[src/rtl/hamming_decoder_pipe.sv]
// -----------------------------------------------------------------------------
// hamming_decoder_pipe
//   Receive-side Hamming(7,4) decoder. Two-stage valid/ready pipeline:
//     stage 1 registers the incoming codeword together with its 3-bit syndrome,
//     stage 2 flips the bit the syndrome points at and registers the corrected
//     4-bit data word, the syndrome and a "corrected" flag.
//   Saturating statistics counters track delivered words and delivered words
//   that needed a correction. Double-bit errors alias onto a single-bit
//   syndrome and are silently miscorrected; (7,4) cannot tell them apart.
//
// Ports
//   clk_i            clock, all state on posedge
//   rst_i            synchronous active-high reset
//   in_valid_i       code_in_i carries a codeword
//   in_ready_o       stage 1 can accept this cycle (combinational)
//   code_in_i [6:0]  codeword, bit i = Hamming position i+1
//                    [0]p1 [1]p2 [2]d1 [3]p4 [4]d2 [5]d3 [6]d4
//   out_valid_o      data_out_o / syndrome_out_o / corrected_out_o valid
//   out_ready_i      downstream accepts
//   data_out_o [3:0] corrected {d4,d3,d2,d1}
//   syndrome_out_o   {s4,s2,s1}; 0 = clean, else 1-based flipped position
//   corrected_out_o  1 when syndrome_out_o != 0
//   cnt_clr_i        synchronous clear of both counters (beats increments)
//   word_cnt_o       delivered words, saturating
//   corr_cnt_o       delivered words with corrected_out_o = 1, saturating
// -----------------------------------------------------------------------------
module hamming_decoder_pipe #(
    parameter int unsigned CNT_W = 16
) (
    input  logic             clk_i,
    input  logic             rst_i,
    input  logic             in_valid_i,
    output logic             in_ready_o,
    input  logic [6:0]       code_in_i,
    output logic             out_valid_o,
    input  logic             out_ready_i,
    output logic [3:0]       data_out_o,
    output logic [2:0]       syndrome_out_o,
    output logic             corrected_out_o,
    input  logic             cnt_clr_i,
    output logic [CNT_W-1:0] word_cnt_o,
    output logic [CNT_W-1:0] corr_cnt_o
);

    // Parity checks over the positions whose index has bit 0 / 1 / 2 set.
    function automatic logic [2:0] calc_syndrome(input logic [6:0] c);
        logic s1;
        logic s2;
        logic s4;
        s1 = c[0] ^ c[2] ^ c[4] ^ c[6];
        s2 = c[1] ^ c[2] ^ c[5] ^ c[6];
        s4 = c[3] ^ c[4] ^ c[5] ^ c[6];
        return {s4, s2, s1};
    endfunction

    // One-hot mask selecting codeword bit (syn-1); zero for a clean word.
    function automatic logic [6:0] flip_mask(input logic [2:0] syn);
        logic [6:0] m;
        case (syn)
            3'd0:    m = 7'b000_0000;
            3'd1:    m = 7'b000_0001;
            3'd2:    m = 7'b000_0010;
            3'd3:    m = 7'b000_0100;
            3'd4:    m = 7'b000_1000;
            3'd5:    m = 7'b001_0000;
            3'd6:    m = 7'b010_0000;
            3'd7:    m = 7'b100_0000;
            default: m = 7'b000_0000;
        endcase
        return m;
    endfunction

    // Increment that sticks at all-ones instead of wrapping.
    function automatic logic [CNT_W-1:0] sat_inc(input logic [CNT_W-1:0] v);
        logic [CNT_W-1:0] r;
        if (v == {CNT_W{1'b1}}) begin
            r = v;
        end else begin
            r = v + {{(CNT_W-1){1'b0}}, 1'b1};
        end
        return r;
    endfunction

    // Stage 1 state
    logic             v1_q,       v1_d;
    logic [6:0]       code1_q,    code1_d;
    logic [2:0]       syn1_q,     syn1_d;
    // Stage 2 (output) state
    logic             v2_q,       v2_d;
    logic [3:0]       data2_q,    data2_d;
    logic [2:0]       syn2_q,     syn2_d;
    logic             corr2_q,    corr2_d;
    // Statistics
    logic [CNT_W-1:0] word_cnt_q, word_cnt_d;
    logic [CNT_W-1:0] corr_cnt_q, corr_cnt_d;

    logic             en1_s;
    logic             en2_s;
    logic             out_fire_s;
    logic [6:0]       fixed_s;

    // Pipeline enables: stage 2 advances when empty or drained; stage 1
    // advances when empty or when stage 2 makes room, so bubbles collapse.
    always_comb begin
        en2_s      = !v2_q || out_ready_i;
        en1_s      = !v1_q || en2_s;
        out_fire_s = v2_q && out_ready_i;
        fixed_s    = code1_q ^ flip_mask(syn1_q);
    end

    assign in_ready_o = en1_s;

    // Stage 1 next state: capture codeword and its syndrome.
    always_comb begin
        v1_d    = v1_q;
        code1_d = code1_q;
        syn1_d  = syn1_q;
        if (en1_s) begin
            v1_d    = in_valid_i;
            code1_d = code_in_i;
            syn1_d  = calc_syndrome(code_in_i);
        end else begin
            v1_d    = v1_q;
        end
    end

    // Stage 2 next state: apply correction and extract data bits.
    always_comb begin
        v2_d    = v2_q;
        data2_d = data2_q;
        syn2_d  = syn2_q;
        corr2_d = corr2_q;
        if (en2_s) begin
            v2_d    = v1_q;
            data2_d = {fixed_s[6], fixed_s[5], fixed_s[4], fixed_s[2]};
            syn2_d  = syn1_q;
            corr2_d = (syn1_q != 3'd0);
        end else begin
            v2_d    = v2_q;
        end
    end

    // Counter next state: clear wins over a same-cycle delivery.
    always_comb begin
        word_cnt_d = word_cnt_q;
        corr_cnt_d = corr_cnt_q;
        if (cnt_clr_i) begin
            word_cnt_d = {CNT_W{1'b0}};
            corr_cnt_d = {CNT_W{1'b0}};
        end else if (out_fire_s) begin
            word_cnt_d = sat_inc(word_cnt_q);
            if (corr2_q) begin
                corr_cnt_d = sat_inc(corr_cnt_q);
            end else begin
                corr_cnt_d = corr_cnt_q;
            end
        end else begin
            word_cnt_d = word_cnt_q;
            corr_cnt_d = corr_cnt_q;
        end
    end

    // State registers; reset discards in-flight words and zeroes statistics.
    always_ff @(posedge clk_i) begin
        if (rst_i) begin
            v1_q       <= 1'b0;
            code1_q    <= 7'd0;
            syn1_q     <= 3'd0;
            v2_q       <= 1'b0;
            data2_q    <= 4'd0;
            syn2_q     <= 3'd0;
            corr2_q    <= 1'b0;
            word_cnt_q <= {CNT_W{1'b0}};
            corr_cnt_q <= {CNT_W{1'b0}};
        end else begin
            v1_q       <= v1_d;
            code1_q    <= code1_d;
            syn1_q     <= syn1_d;
            v2_q       <= v2_d;
            data2_q    <= data2_d;
            syn2_q     <= syn2_d;
            corr2_q    <= corr2_d;
            word_cnt_q <= word_cnt_d;
            corr_cnt_q <= corr_cnt_d;
        end
    end

    assign out_valid_o     = v2_q;
    assign data_out_o      = data2_q;
    assign syndrome_out_o  = syn2_q;
    assign corrected_out_o = corr2_q;
    assign word_cnt_o      = word_cnt_q;
    assign corr_cnt_o      = corr_cnt_q;

    hamming_decoder_pipe_chk u_chk (
        .clk_i       (clk_i),
        .rst_i       (rst_i),
        .out_valid_i (v2_q),
        .out_ready_i (out_ready_i),
        .data_i      (data2_q),
        .syn_i       (syn2_q),
        .corr_i      (corr2_q)
    );

endmodule

// -----------------------------------------------------------------------------
// hamming_decoder_pipe_chk
//   Protocol properties of the decoder output port: a stalled word must stay
//   put, and the corrected flag must always agree with the syndrome.
// Ports: clock/reset plus the registered output-side signals of the decoder.
// -----------------------------------------------------------------------------
module hamming_decoder_pipe_chk (
    input logic       clk_i,
    input logic       rst_i,
    input logic       out_valid_i,
    input logic       out_ready_i,
    input logic [3:0] data_i,
    input logic [2:0] syn_i,
    input logic       corr_i
);

    property p_stall_hold;
        @(posedge clk_i) disable iff (rst_i)
            (out_valid_i && !out_ready_i) |=>
                (out_valid_i && $stable(data_i) && $stable(syn_i) && $stable(corr_i));
    endproperty

    property p_flag_matches_syndrome;
        @(posedge clk_i) corr_i == (syn_i != 3'd0);
    endproperty

    a_stall_hold:  assert property (p_stall_hold);
    a_flag_match:  assert property (p_flag_matches_syndrome);

endmodule

[config.mk]
export PLATFORM = sky130hd
export DESIGN_NAME = hamming_decoder_pipe
export DESIGN_NICKNAME = d
export VERILOG_FILES = /design/src/rtl/hamming_decoder_pipe.sv
export SDC_FILE = /design/constraint.sdc
export NUM_CORES = 1
export LEC_CHECK = 0
export CORE_ASPECT_RATIO = 0.7
export CORE_UTILIZATION = 50
export DETAILED_ROUTE_END_ITERATION = 7
export PLACE_DENSITY = 0.89
export SLEW_MARGIN = 20
export SYNTH_ARGS = -nofsm -noshare
export SYNTH_HDL_FRONTEND = slang
export SYNTH_HIERARCHICAL = 1
export SYNTH_SLANG_ARGS = --single-unit
[constraint.sdc]
create_clock -name clk_i -period 3.55 [get_ports clk_i]
set_input_delay 0.5325 -clock clk_i [delete_from_list [all_inputs] [get_ports clk_i]]
set_output_delay 0.5325 -clock clk_i [all_outputs]
set_load 0.01 [all_outputs]
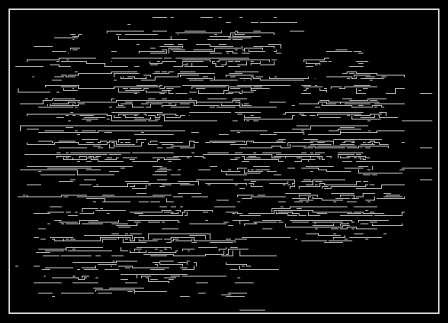
**Above:** run 1 (signal wires on met1).
The wires run mostly horizontal. The layer holds 46% of the routed length. The longest straight run is 28.5 um.
vias: 2461
met1 usage: 0.298
WL final: 6.09 mm

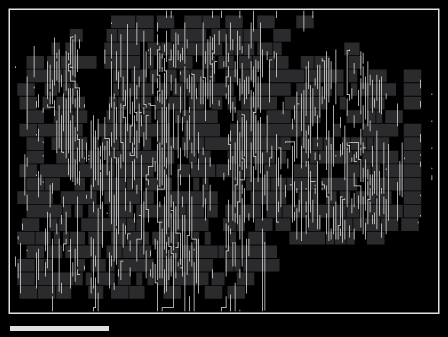
**Above:** run 1 (metal 2).
The bar under the picture is 20 um long.
305 nets have wire on it. The wires run mostly vertical. The layer holds 47% of the routed length.
GR Util met2: 0.413

==> run notes, run 1 <==
flow finished, numbers: status=finished clean, clk ins delay skew pair=310 ps, Fin Setup TNS=0 ps, Leak=1.01 nW, Max Slew Vio Count=0, CORE AREA=0.00478 mm2, delay-heaviest family, CP=buffers and inverters, H-tree Lvls=2, routed length on met3=344 um, gr busiest metal=met2, initial antenna violation count=0, min-delay worst type=reg2reg, largest net degree at the start of global routing=28, worst path bufs/invs=2, Post-CTS Setup Repair Bufs=0, Finished Core Util=0.657, most frequent CP cell=clkdlybuf4s50_1, GRT Total Usage=0.235, CTS resizes=0, Comb/total area=0.425, Reg2Reg Launch Point=corr_cnt_o[0]$_SDFFE_PP0P_, clock group power=0.347 mW, Seq share, synth=0.428, count of flip-flops and latches=53, Final period util=0.760, gpl congestion=0.839, CTS root buffer=clkbuf_8, Simple Share, Synth=0.293, post-placement cell count=405, FF-to-FF path depth=5, uppermost routed layer=met4, Reg area=0.00106 mm2, Clk pwr share=0.322, Top cells excl fill/tap=dfxtp_1 (53), clkdlybuf4s50_1 (53), a21oi_1 (32)
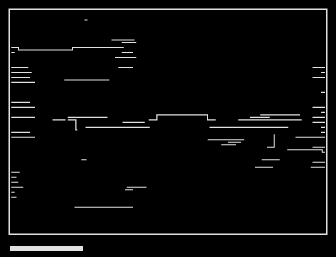
**Above:** run 1 (M3 wires).
The bar under the picture is 20 um long.
The layer carries 344 um of wire. The longest straight run is 21.2 um.
GR Util met3: 0.0503

**Run 1: zoomed window**

The bar under the picture is 5 um long. Window x 12 to 32, y 36 to 56 um. Cells in gray, sequential cells in the stronger gray; small squares are vias.
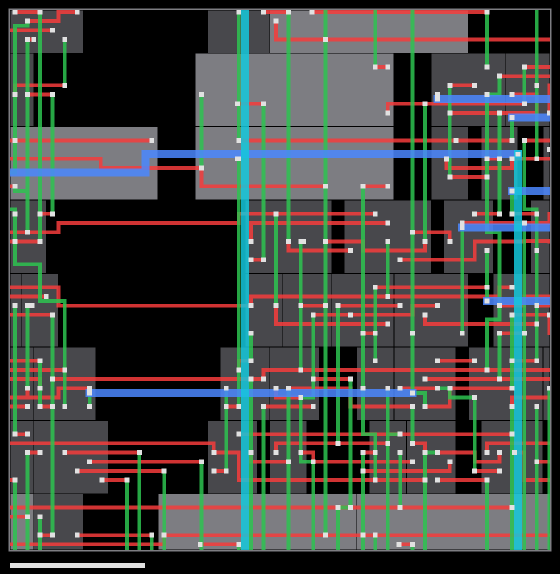

==> run 2: changes to the inputs <==
Settings changed: CORE_UTILIZATION 50 to 45, PLACE_DENSITY 0.89 to 0.85.
Clock period 3.55 ns to 2.2 ns, I/O delays scaled along.
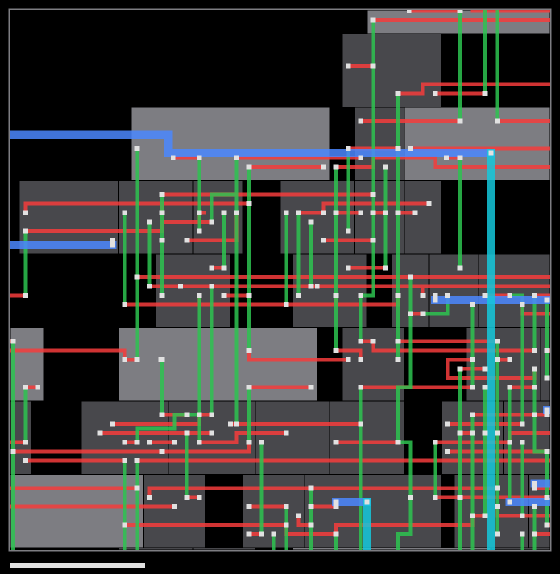
**Above:** run 2 (zoomed window).
The bar under the picture is 5 um long. Window x 13 to 33, y 38 to 58 um. Cells in gray, sequential cells in the stronger gray; small squares are vias.
Green shows met2. Cyan shows met4. Red shows met1. Blue shows met3.
Netlist names of flops here include `corr_cnt_o` (4). Most frequent: or4_1 (4), dfxtp_1 (4). Sequential cells in the window: 4. 30 logic cells have their middle in the window.

==> run notes, run 2 <==
flow finished, numbers: worst path bufs/invs=3 (+1), Crit Path Category=in2out, initial antenna violation count=0 (unchanged), uppermost routed layer=met4, CTS resizes=0 (unchanged), WL final=6.10 mm (about the same), GRT Total Usage=0.213 (-0.0221), post-placement cell count=424 (+4.7%), violated checks=design-rule violations, chip area=0.00581 mm2, most frequent CP cell=clkdlybuf4s50_1, clock group power=0.553 mW (+59%), status=finished with violations, sequential cell power=1.02 mW, Reg area=0.00106 mm2 (unchanged), routed length on met3=436 um (+27%), CTS root buffer=clkbuf_8, gr busiest metal=met2, Seq share, synth=0.428 (unchanged), clk ins delay skew pair=310 ps (about the same), Leak=1.09 nW (+7.9%), H-tree Lvls=2 (unchanged), CP endpoint kind=output pin, vias=2492 (+1.3%), Fin Setup TNS=0 ps (unchanged), gpl congestion=0.880 (+4.9%), Finished Core Util=0.621 (-0.0359), Power Internal=1.33 mW, Simple Share, Synth=0.293 (unchanged), Top cells excl fill/tap=dfxtp_1 (53), clkdlybuf4s50_1 (53), a21oi_1 (32), CORE AREA=0.00526 mm2 (+9.9%), Reg2Reg Launch Point=corr_cnt_o[4]$_SDFFE_PP0P_, Worst EP arrival=1670 ps, Final period util=0.910, gr ovfl total=0, count of flip-flops and latches=53 (unchanged), FF-to-FF path depth=4 (-1), Post-CTS Setup Repair Bufs=0 (unchanged), met1 usage=0.280 (-0.0180), Comb/total area=0.409 (-0.0161), delay-heaviest family, CP=buffers and inverters, Residual DRC=1, largest net degree at the start of global routing=27 (-3.6%), Layout area overhead=31.9%, Max Slew Vio Count=0 (unchanged), min-delay worst type=reg2reg, GR Util met2=0.348 (-0.0642)
**Run 2: metal 2**

The bar under the picture is 20 um long.
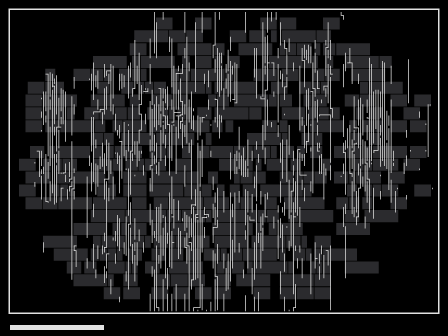

==> run 3: changes to the inputs <==
==> constraint.sdc (replaced) <==
create_clock -name clk_i -period 2.2 [get_ports clk_i]
set_input_delay 0.66 -clock clk_i [delete_from_list [all_inputs] [get_ports clk_i]]
set_output_delay 0.66 -clock clk_i [all_outputs]
set_load 0.01 [all_outputs]
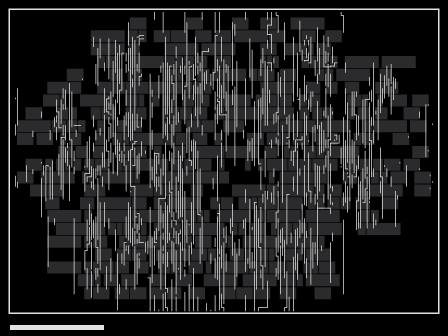
**Above:** run 3 (metal 2).
The bar under the picture is 20 um long.
GR Util met2: 0.357
vias: 2545
WL final: 6.39 mm

==> run notes, run 3 <==
flow finished, numbers: status=finished with violations, violated checks=design-rule violations, gr busiest metal=met2, Simple Share, Synth=0.293 (unchanged), CTS resizes=2 (+2), H-tree Lvls=2 (unchanged), Power Internal=1.31 mW (-1.5%), gpl congestion=0.834 (-5.3%), clock group power=0.534 mW (-3%), worst path bufs/invs=2 (-1), Reg area=0.00106 mm2 (unchanged), FF-to-FF path depth=4 (unchanged), met1 usage=0.306 (+0.0259), GRT Total Usage=0.222 (+0.00916), Post-CTS Setup Repair Bufs=1 (+1), delay-heaviest family, CP=buffers and inverters, sequential cell power=1.02 mW (about the same), most frequent CP cell=dlygate4sd2_1, Residual DRC=1 (unchanged), Finished Core Util=0.632 (+0.0107), chip area=0.00581 mm2 (unchanged), Comb/total area=0.402 (-0.00694), initial antenna violation count=0 (unchanged), CORE AREA=0.00526 mm2 (unchanged), uppermost routed layer=met4, Fin Setup TNS=0 ps (unchanged), Worst EP arrival=1440 ps (-230 ps), clk ins delay skew pair=300 ps (about the same), gr ovfl total=0 (unchanged), CP endpoint kind=output pin, Seq share, synth=0.428 (unchanged)
Power is estimated from default activity; no workload was simulated.
